[src/rtl/counter_mod10.sv]
// One BCD digit of the timer: a modulo-MODULUS down-counter with parallel load and borrow output.
// Digits cascade by wiring tc_saida of the lower digit to enab of the next higher digit.
module counter_mod10 #(
   parameter int unsigned MODULUS = 10,
   parameter int unsigned WIDTH   = 4
) (
   input  logic             clk,
   input  logic             clear,
   input  logic             load,
   input  logic             enab,
   input  logic [WIDTH-1:0] numero,
   output logic [WIDTH-1:0] numero_saida,
   output logic             tc_saida,
   output logic             zero_saida
);

   localparam logic [WIDTH-1:0] MaxVal = WIDTH'(MODULUS - 1);

   logic [WIDTH-1:0] count_q, count_d;
   logic             count_is_zero;

   assign count_is_zero = (count_q == '0);

   // Loads above MaxVal saturate so the register never holds an illegal digit.
   always_comb begin
      count_d = count_q;
      if (!load) begin
         count_d = (numero > MaxVal) ? MaxVal : numero;
      end else if (enab) begin
         count_d = count_is_zero ? MaxVal : count_q - 1'b1;
      end
   end

   always_ff @(posedge clk) begin
      if (clear) begin
         count_q <= '0;
      end else begin
         count_q <= count_d;
      end
   end

   assign numero_saida = count_q;
   assign zero_saida   = count_is_zero;
   // Borrow is combinational so the next digit decrements on the same edge this one wraps.
   assign tc_saida     = enab & count_is_zero;

endmodule

[config.mk]
export PLATFORM = sky130hd
export DESIGN_NAME = counter_mod10
export DESIGN_NICKNAME = d
export VERILOG_FILES = /design/src/rtl/counter_mod10.sv
export SDC_FILE = /design/constraint.sdc
export NUM_CORES = 1
export LEC_CHECK = 0
export ABC_CLOCK_PERIOD_IN_PS = 2200
export CAP_MARGIN = 15
export CELL_PAD_IN_SITES_DETAIL_PLACEMENT = 0
export CELL_PAD_IN_SITES_GLOBAL_PLACEMENT = 1
export CORE_AREA = 2 2 39 41
export DETAILED_ROUTE_END_ITERATION = 8
export DIE_AREA = 0 0 41 43
export GPL_ROUTABILITY_DRIVEN = 0
export MAX_ROUTING_LAYER = met4
export PLACE_DENSITY_LB_ADDON = 0.1
export SLEW_MARGIN = 20
export SYNTH_ARGS = -nofsm -noshare
export SYNTH_HDL_FRONTEND = slang
export SYNTH_SLANG_ARGS = --single-unit
[constraint.sdc]
create_clock -name clk -period 2.2 [get_ports clk]
set_input_delay 0.22 -clock clk [delete_from_list [all_inputs] [get_ports clk]]
set_output_delay 0.22 -clock clk [all_outputs]
set_load 0.02 [all_outputs]
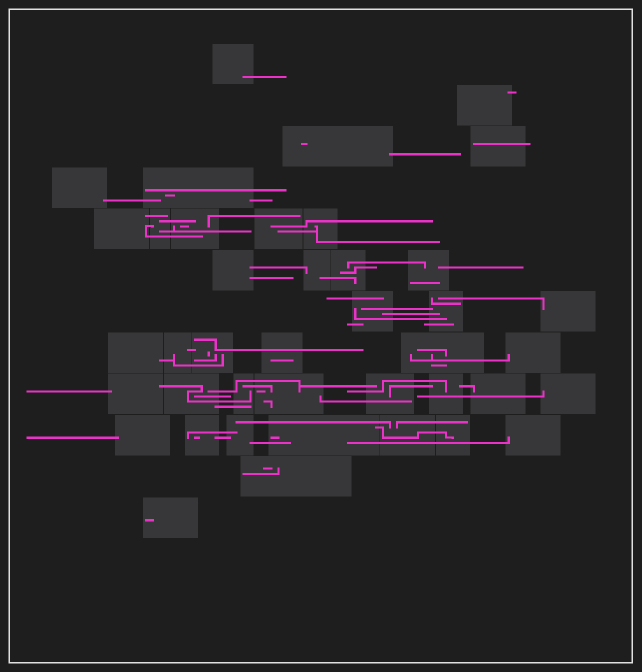
Run 1: met1 routing
Cells faint in the background.
The wires run mostly horizontal. The layer holds 49% of the routed length.
met1 Usage GRT: 10.29%
vias post-DR: 238
total routed wirelength: 549 um

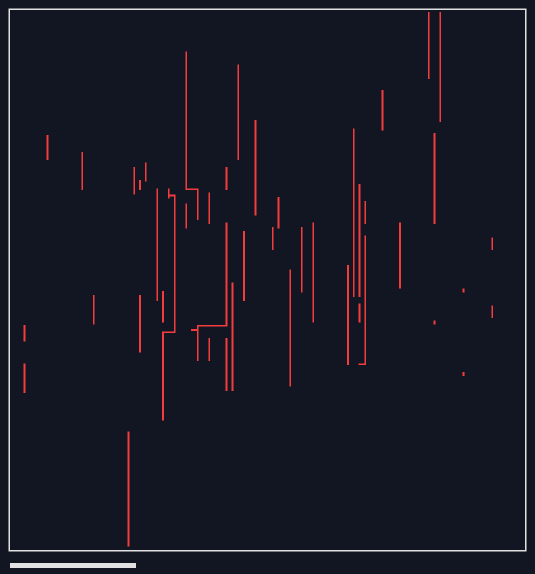
Run 1: metal 2
Bar = 10 um.
The layer holds 42% of the routed length. The wires run mostly vertical.
met2 Use GR: 9.063%

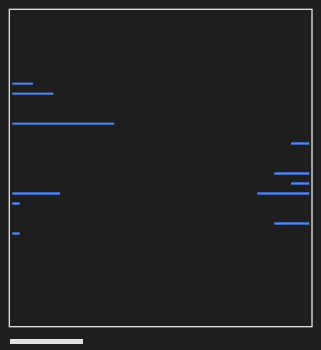
Run 1: the metal 3 layer
Bar = 10 um.
The longest straight run is 13.6 um. 11 nets have wire on it.
GR Util met3: 3.141%

-- run 1: path summary, 6_finish.rpt --
kind | to | cells after the start
hold / removal | numero_saida[1] | 2
setup / recovery | tc_saida | 4
hold reg to reg | numero_saida[1] | 2
setup reg to reg | numero_saida[2] | 3
-- run 1: critical path, delay by kind of cell --
family                 cells  cell delay (ns)
AND/OR/NAND/NOR            2             0.44
buffers and inverters      2             1.13
-- run 1: stage by stage --
stage | hold WS [ns] | utilization, % | setup WS [ns]
floorplan | 0.2846 | - | 0.8188
finish | 0.6027 | 29.57 | 0.1810
global placement | 0.5929 | 27.94 | 0.1788
detailed placement | 0.6039 | 27.94 | 0.1740
CTS | 0.6063 | 29.57 | 0.1656
global route | 0.6329 | 29.57 | 0.09103
-- run 1: area by class of cell --
class	instances	share of cell area, %
multi-input combinational	21	38.23
timing repair buffer	13	31.80
sequential	4	19.57
clock buffer	3	5.505
tap	16	4.893
-- run 1: cells in the final DEF, fill, tap and decap left out --
cell and instances:
o21ai_0 1, nor2_1 2, o211ai_1 1, clkbuf_4 3
or4b_1 1, a221oi_1 1, xnor2_1 2, dfxtp_1 4
a31oi_1 1, mux2i_1 1, nor4b_2 1, nor3b_1 2
o21ai_1 1, nor2b_1 2, nand2b_1 2, a21oi_1 1
clkdlybuf4s50_1 13, a211oi_2 1, nor4_1 1
-- run 1: cells by family after synthesis --
| family | synth area share [%] |
|---|---|
| AND-OR/OR-AND | 20.83 |
| XOR/XNOR | 7.293 |
| buffers and inverters | 1.561 |
| flip-flops | 33.33 |
| multiplexers | 4.167 |
| AND/OR/NAND/NOR | 32.81 |
-- run 1: power breakdown --
| group | internal, uW | switching [uW] |
|---|---|---|
| logic | 43.6 | 32.1 |
| clock network | 60.9 | 27.7 |
| registers | 78.6 | 8.81 |
| total | 183 | 68.7 |
==> results.tsv <==
metric	value	unit
status	finished, final reports clean	
comb_area	156.4	sq um
cts_max_level	1	
final_area	409.1	sq um
finalHoldViolCount	0	
synth_top_area_share	33.33	%
layout-drive-gt1-share	12.20	%
setup_viol	0	
dr_wl_met3	49	um
cts.sinks	4	
grt-ovfl-total	0	
clk_latency	0.23	ns
synthCells	26	
ys_warn_count	0	
ys_cells	26	
die_h	43	um
track_usage	7.819	%
top_layer	met3	
num-nets-final	51	
hold_buffers	0	
criticalPathCategory	input pin to output port	
worst_slew_pin_slew	0.3594	ns
flop_cell	dfxtp_1	
busiest_layer	met1	
cp_slowest_stage_delay	0.60	ns
diodes	0	
ant_nets	0	
worstHoldStart	numero_saida[1]	
synth_area_leader_cell	dfxtp_1	
yosys.cell_types.count	18	
syn-num-nets	34	
ys_async_sr_fraction	0	%
critPathSlowestCell	clkdlybuf4s50_1	
dpl_cell_area	386.6	sq um
rsz0062_at_grt	false	
cts_tree	built	
fin_crit_sh	91.77	%
tool_warnings	26	
rows	14	
port_buffers	13	
routedWlPerCell	9.632	um
antenna_found_initial	0	
layout.area.seq	80.08	sq um
drv_cap	0	
num_io_pins	14	
Power figures rest on the tool's default switching activity, not on a simulated workload.
